### src/rtl/hilo_muldiv_unit_pkg.sv
// hilo_muldiv_unit_pkg: op encodings, FSM states and shared constants for the HI/LO mul/div engine.
package hilo_muldiv_unit_pkg;
  localparam logic [1:0] OP_MULT  = 2'd0;
  localparam logic [1:0] OP_MULTU = 2'd1;
  localparam logic [1:0] OP_DIV   = 2'd2;
  localparam logic [1:0] OP_DIVU  = 2'd3;
  localparam logic [63:0] DIV0_QUOT = '1;
  typedef enum logic [1:0] {S_IDLE, S_CALC, S_FIX, S_DONE} state_e;
  function automatic logic is_div(input logic [1:0] op);
    return op == OP_DIV || op == OP_DIVU;
  endfunction
  function automatic logic is_signed(input logic [1:0] op);
    return op == OP_MULT || op == OP_DIV;
  endfunction
endpackage

### src/rtl/hilo_muldiv_unit_muldiv_step.sv
// muldiv_step: one combinational iteration, shift-add multiply or restoring-divide step on {hi,lo}.
module muldiv_step #(
  parameter int WIDTH = 32
) (
  input  logic                 is_div_i,
  input  logic [2*WIDTH-1:0]   acc_i,
  input  logic [WIDTH-1:0]     b_i,
  output logic [2*WIDTH-1:0]   acc_o
);
  logic [WIDTH:0]   sum;
  logic [WIDTH:0]   rem_sh;
  logic [WIDTH-1:0] diff;
  logic             ge;
  always_comb begin
    sum    = {1'b0, acc_i[2*WIDTH-1:WIDTH]} + (acc_i[0] ? {1'b0, b_i} : '0);
    rem_sh = acc_i[2*WIDTH-1:WIDTH-1];
    // a magnitude compare rather than the borrow bit keeps divide-by-zero well defined
    ge     = rem_sh >= {1'b0, b_i};
    diff   = rem_sh[WIDTH-1:0] - b_i;
    acc_o  = is_div_i ? {ge ? diff : rem_sh[WIDTH-1:0], acc_i[WIDTH-2:0], ge}
                      : {sum, acc_i[WIDTH-1:1]};
  end
endmodule

### src/rtl/hilo_muldiv_unit.sv
// hilo_muldiv_unit: iterative MULT/MULTU/DIV/DIVU producing the {HI,LO} write, one bit per cycle.
// Define DIV_ZERO_FLAG_EN to add the div0 output pulsed with done on divide by zero.
module hilo_muldiv_unit import hilo_muldiv_unit_pkg::*; #(
  parameter int WIDTH = 32
) (
  input  logic               clk,
  input  logic               rst,
  input  logic               start,
  input  logic [1:0]         op,
  input  logic [WIDTH-1:0]   opA,
  input  logic [WIDTH-1:0]   opB,
  input  logic               cancel,
  output logic               busy,
  output logic               done,
  output logic               RegWrite,
  output logic [2*WIDTH-1:0] WriteData
`ifdef DIV_ZERO_FLAG_EN
  ,
  output logic               div0
`endif
);
  localparam int CW = $clog2(WIDTH);
  state_e             state_q;
  logic [1:0]         op_q;
  logic [CW-1:0]      cnt_q;
  logic               sa_q, sb_q, busy_q, done_q;
  logic [WIDTH-1:0]   b_q;
  logic [2*WIDTH-1:0] acc_q, wd_q, step_acc, fix_d;
  logic               neg_a, neg_b, b_zero;
  logic [WIDTH-1:0]   mag_a, mag_b, quo, rem;
`ifdef DIV_ZERO_FLAG_EN
  logic               div0_q;
  assign div0 = div0_q;
`endif
  always_comb begin
    neg_a  = is_signed(op) & opA[WIDTH-1];
    neg_b  = is_signed(op) & opB[WIDTH-1];
    mag_a  = neg_a ? -opA : opA;
    mag_b  = neg_b ? -opB : opB;
    b_zero = b_q == '0;
    quo    = (sa_q ^ sb_q) ? -acc_q[WIDTH-1:0] : acc_q[WIDTH-1:0];
    rem    = sa_q ? -acc_q[2*WIDTH-1:WIDTH] : acc_q[2*WIDTH-1:WIDTH];
    // sign flags are only ever set for signed ops, so unsigned results pass straight through
    fix_d  = is_div(op_q) ? {rem, b_zero ? DIV0_QUOT[WIDTH-1:0] : quo}
                          : (sa_q ^ sb_q) ? -acc_q : acc_q;
  end
  muldiv_step #(.WIDTH(WIDTH)) u_step (
    .is_div_i (is_div(op_q)),
    .acc_i    (acc_q),
    .b_i      (b_q),
    .acc_o    (step_acc)
  );
  always_ff @(posedge clk or negedge rst) begin
    if (!rst) begin
      state_q <= S_IDLE;
      op_q    <= '0;
      cnt_q   <= '0;
      sa_q    <= 1'b0;
      sb_q    <= 1'b0;
      b_q     <= '0;
      acc_q   <= '0;
      wd_q    <= '0;
      busy_q  <= 1'b0;
      done_q  <= 1'b0;
`ifdef DIV_ZERO_FLAG_EN
      div0_q  <= 1'b0;
`endif
    end else begin
      case (state_q)
        S_IDLE: begin
          // the done pulse cycle still counts as busy, so a start there is ignored
          if (done_q) begin
            done_q <= 1'b0;
            busy_q <= 1'b0;
`ifdef DIV_ZERO_FLAG_EN
            div0_q <= 1'b0;
`endif
          end else if (start) begin
            op_q    <= op;
            sa_q    <= neg_a;
            sb_q    <= neg_b;
            b_q     <= is_div(op) ? mag_b : mag_a;
            acc_q   <= {{WIDTH{1'b0}}, is_div(op) ? mag_a : mag_b};
            cnt_q   <= CW'(WIDTH - 1);
            busy_q  <= 1'b1;
            state_q <= S_CALC;
          end
        end
        S_CALC: begin
          if (cancel) begin
            busy_q  <= 1'b0;
            state_q <= S_IDLE;
          end else begin
            acc_q   <= step_acc;
            cnt_q   <= cnt_q == '0 ? cnt_q : cnt_q - 1'b1;
            state_q <= cnt_q == '0 ? S_FIX : S_CALC;
          end
        end
        S_FIX: begin
          if (cancel) begin
            busy_q  <= 1'b0;
            state_q <= S_IDLE;
          end else begin
            wd_q    <= fix_d;
            state_q <= S_DONE;
          end
        end
        S_DONE: begin
          done_q  <= 1'b1;
`ifdef DIV_ZERO_FLAG_EN
          div0_q  <= is_div(op_q) & b_zero;
`endif
          state_q <= S_IDLE;
        end
        default: state_q <= S_IDLE;
      endcase
    end
  end
  assign busy      = busy_q;
  assign done      = done_q;
  assign RegWrite  = done_q;
  assign WriteData = wd_q;
endmodule

### config.mk
export PLATFORM = sky130hd
export DESIGN_NAME = hilo_muldiv_unit
export DESIGN_NICKNAME = d
export VERILOG_FILES = /design/src/rtl/hilo_muldiv_unit_pkg.sv /design/src/rtl/hilo_muldiv_unit_muldiv_step.sv /design/src/rtl/hilo_muldiv_unit.sv
export SDC_FILE = /design/constraint.sdc
export NUM_CORES = 1
export LEC_CHECK = 0
export ABC_AREA = 1
export CAP_MARGIN = 5
export CORE_MARGIN = 2
export CORE_UTILIZATION = 53
export DETAILED_ROUTE_END_ITERATION = 16
export PLACE_DENSITY_LB_ADDON = 0.08
export SLEW_MARGIN = 20
export SYNTH_ARGS = -nofsm -noshare
export SYNTH_HDL_FRONTEND = slang
export SYNTH_SLANG_ARGS = --single-unit
export TNS_END_PERCENT = 50
### constraint.sdc
create_clock -name clk -period 4.45 [get_ports clk]
set_input_delay 0.6675 -clock clk [delete_from_list [all_inputs] [get_ports clk]]
set_output_delay 0.6675 -clock clk [all_outputs]
set_load 0.005 [all_outputs]
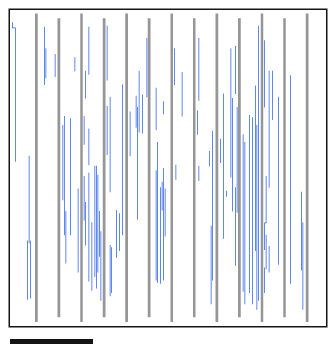
Fig. 1. Met4 routing (run 1).
Bar = 50 um. Supply wires on this layer in gray.
nets with wire on the layer = 73
main direction = vertical
longest straight run = 165 um
Routed WL: 73.4 mm
total number of vias: 21.9k

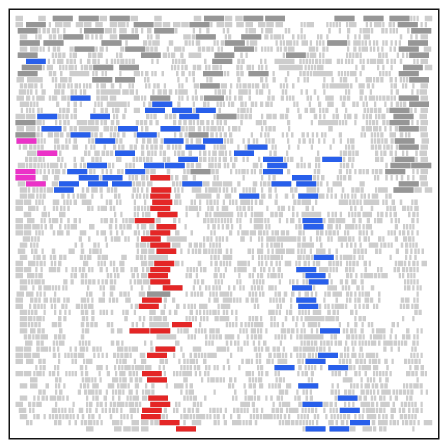
Fig. 2. Sequential cells grouped by signal name (run 1).
Other sequential cells in the stronger gray, the rest of the logic in the fainter gray.
acc_q -> blue  # placed flops 64
cnt_q -> magenta  # placed flops 5
b_q -> red  # placed flops 32
not colored = 71

==> impl_metrics.toml, run 1 <==
# generated from flow reports
[finish]
flop_area_um2 = 4310
final_util_pct = 60.3
area_delta_synth_final_pct = 12.6
combGateArea_um2 = 11900
num-nonclk-buffers = 163
fin_area_um2 = 20700

[synth]
ys_top_cells_by_area = "dfrtp_1, nand2_1, nand3_1, inv_1, nor2_1"
ys_sh_simple_pct = 43.5
most_common_cell = "nand2_1"
synth_cells = 3198
ys_seq_elements = 172
edf_count = 0
async_reset_ff_share_pct = 100
yosys-top-cells-count = "nand2_1, inv_1, nor2_1"
ys_sh_mux_pct = 0
xor_area_share_pct = 3.39

[hold_path]
hp-class = "primary input to async pin"

[power_and_ir_drop]
clk-power_uw = 1590
pwr-share-seq_pct = 20.5
p_leak_uw = 0.0107
power_switching_share_pct = 59.1
powerSeq_uw = 2980

[setup_path]
rrSetupSlack_ns = 1.05
critical_path_arrival_ns = 3.71
worstSetupEndpointType = "flip-flop"
path_cells = "ha_1 -> nand2_1 -> inv_1 -> nand4_1 -> nor2_1 -> nand2_1 -> nand2_1 -> nor2_2 -> nand2_4 -> nor2_2 -> nand2_1 -> nand3_1 -> o21ai_0"
setup.worst_path.class = "flip-flop to flip-flop"
timing.rr.start = "acc_q[60]"
worst-path-stages = 13
worstSetupStartpointType = "flip-flop"

[final_timing]
worstMarginPinSlew_ns = 1.08
grt_setup_unrepaired = "false"
finClkSkew_ns = 0.0160
fin_crit_ns = 3.40
fin_tns_setup_ns = 0

[global_route]
grt_usage_pct = 40.3
grt_pass1_wl_mm = 112

[detailed_routing]
top_layer_used = "met4"
vias_per_cell = 5.84
dr.pass1.iters = 6
wl_met2_mm = 31.5

[status]
status = "finished, final reports clean"

[clocking]
cts_hold_buffers = 0
clkLatencyLatePin_ns = 0.47
tritoncts = "done"
root_buffer = "clkbuf_16"
postCtsSetupRepairBufs = 0

[die]
dieWidth_um = 190
die_h_um = 190

[run]
maxCapViolations = 0

[placement]
dpl_worst_slack_ns = 1.16
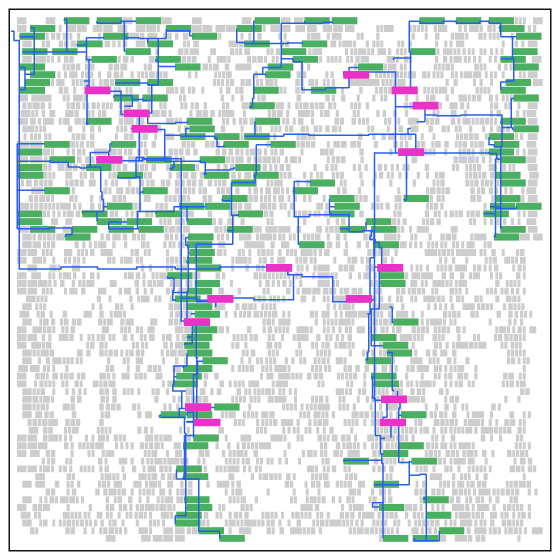
Fig. 3. Routed clock nets over the placement (run 1).
flip-flops -> green  # count 172
clock wires -> blue  # length 2560 um
cells driving clock nets -> magenta  # count 17
flops lie = all over the die

==> run 1: cell families (layout without fill, tap and decap cells) <==
kind of cell | count (synthesis) | after routing
buf+inv | 567 | 660
fa+ha+maj | 75 | 75
flops | 172 | 172
xor+xnor | 71 | 71
simple gates | 1904 | 1904
compound gates | 409 | 409
==> run 1: layer usage <==
layer	vias to the layer above	GRT usage, %
li1	10379	-
met1	10034	54.7
met2	1285	62.1
met3	180	6.59
met4	0	20.2
met5	-	0
==> run 1: cell usage in the layout (no fill, tap or decap), types with 26 or more instances in the layout <==
master           count
xor2_1              55
nand3_1            347
clkdlybuf4s50_1    135
buf_4               26
ha_1                73
nor3_1              35
inv_1              452
nand2_1           1045
o211ai_1            32
nand4_1             50
o21ai_0            150
dfrtp_1            171
a21oi_1            146
nor2_1             355
## Run 2: what changed since run 1
clock period = 2.8 ns   (was 4.45 ns; I/O delays follow)
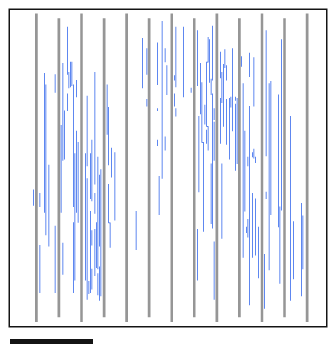
Fig. 4. Met4 routing (run 2).
Bar = 50 um. Supply wires on this layer in gray.
longest straight run = 120 um
share of all routed wire = 5.6%
main direction = vertical
Routed WL: 74.9 mm
total number of vias: 22.4k

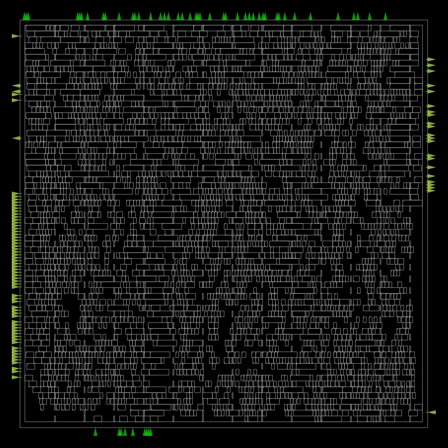
Fig. 5. Cell outlines without signal wires (run 2).
fillers: 3376
post-layout util: 61.9%
Core Area: 34300 um^2
TAP cells: 455
seq_cells: 172

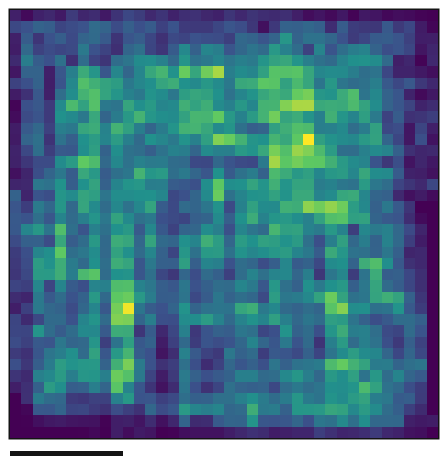
Fig. 6. Wire density map (run 2).
Bar = 50 um. The die is cut into 38 by 38 equal tiles; dark purple is low, yellow is high, scaled to the fullest tile. Values are wire area over tile area, all layers added.
densest ninth of the die = top center
fullest tile = 1.0
nearly empty tiles = 3.0%
mean over tiles = 0.36
tiles over half the peak = 23%

==> run 2 against run 1 <==
  * Register-to-register slack got worse by 0.94 ns
  * Combinational power rose by 69%
  * Area after synthesis did not move
  * Largest cell class unchanged
  * Global-route usage rose by 1.0 points
  * Hold slack improved by 0.22 ns
==> impl_metrics.toml, run 2 <==
# generated from flow reports
[status]
status = "finished, final reports clean"

[global_route]
top_usage_layer = "met2"
met2_usage_pct = 65.2
grt.met1_usage_pct = 55.2
grt_pass1_wl_mm = 115
met3_usage_pct = 6.77
grt_usage_pct = 41.3

[placement]
place.gp.congestion = 1.08
dpl_worst_slack_ns = 0.0682
hpwl_mm = 60.2

[clocking]
root_buffer = "clkbuf_16"
clkLatencyLatePin_ns = 0.47
tritoncts = "done"
cts_hold_buffers = 1
post_cts_resized = 0
postCtsSetupRepairBufs = 0

[power_and_ir_drop]
ir_drop_mv = 0.913
p_leak_uw = 0.0110

[setup_path]
worst-path-stages = 13
rrSetupSlack_ns = 0.11
cp_common_cell = "nand2_1"
path_cells = "ha_1 -> nand2_1 -> inv_1 -> nand2_1 -> nor3_1 -> inv_1 -> nor2_1 -> nor2_1 -> nand2_1 -> nor2_1 -> o21ai_1 -> nand2_1 -> nand2_1"
timing.rr.start = "acc_q[53]"
critical_path_arrival_ns = 3.10
setup.worst_path.class = "flip-flop to flip-flop"
worstSetupEndpointType = "flip-flop"
crit_start = "acc_q[53]"
worstSetupStartpointType = "flip-flop"

[finish]
num-nonclk-buffers = 221
layout_top_cells = "nand2_1, inv_1, nor2_1"
layout.cells.most_common = "nand2_1"
flop_area_um2 = 4310
fin_area_um2 = 21200
area_delta_synth_final_pct = 15.7
combGateArea_um2 = 11900

[synth]
most_common_cell = "nand2_1"
yosys_cells = 3198
ys_top_cells_by_area = "dfrtp_1, nand2_1, nand3_1, inv_1, nor2_1"
ys_seq_elements = 172
edf_count = 0
top_cell_area_share_pct = 23.4
ys_sh_simple_pct = 43.5
xor_area_share_pct = 3.39
synth_cells = 3198

[final_timing]
fin_tns_setup_ns = 0
grt_setup_unrepaired = "true"
worstMarginPinSlew_ns = 0.977
fin_crit_ns = 2.69
finClkSkew_ns = 0.0257

[die]
die_h_um = 190
dieWidth_um = 190

[run]
maxCapViolations = 0

[detailed_routing]
wl_met2_mm = 33.0
vias_per_cell = 5.89
dr.pass1.iters = 7
top_layer_used = "met5"

[hold_path]
hp-class = "flip-flop to flip-flop"
run 2: cell count changes in the layout (fill, tap and decap cells not counted), sizes merged:
cell,before,now
clkbuf,18,17
clkinv,6,8
clkinvlp,2,1
dlygate4sd3,0,1
buf,28,85
run 2: logic make-up after synthesis:
family | count (synthesis)
DFF | 172
xor gates and xnor gates | 71
adders and majority gates | 75
AOI/OAI and AO/OA | 409
buffers and inverters | 567
and+or+nand+nor | 1904
run 2: power breakdown:
| part | internal [uW] | switching (uW) |
|---|---|---|
| registers | 3240 | 1230 |
| clock network | 1300 | 1300 |
| logic | 5380 | 11400 |
| total | 9920 | 13900 |
run 2: per-stage QoR:
step	hold slack, ns	power [uW]
after floorplan	0.124	15200
after global placement	0.462	20300
after detailed placement	0.466	20600
after CTS	0.486	23200
after global routing	0.507	25600
final	0.482	23900
Power and IR drop assume default switching activity.
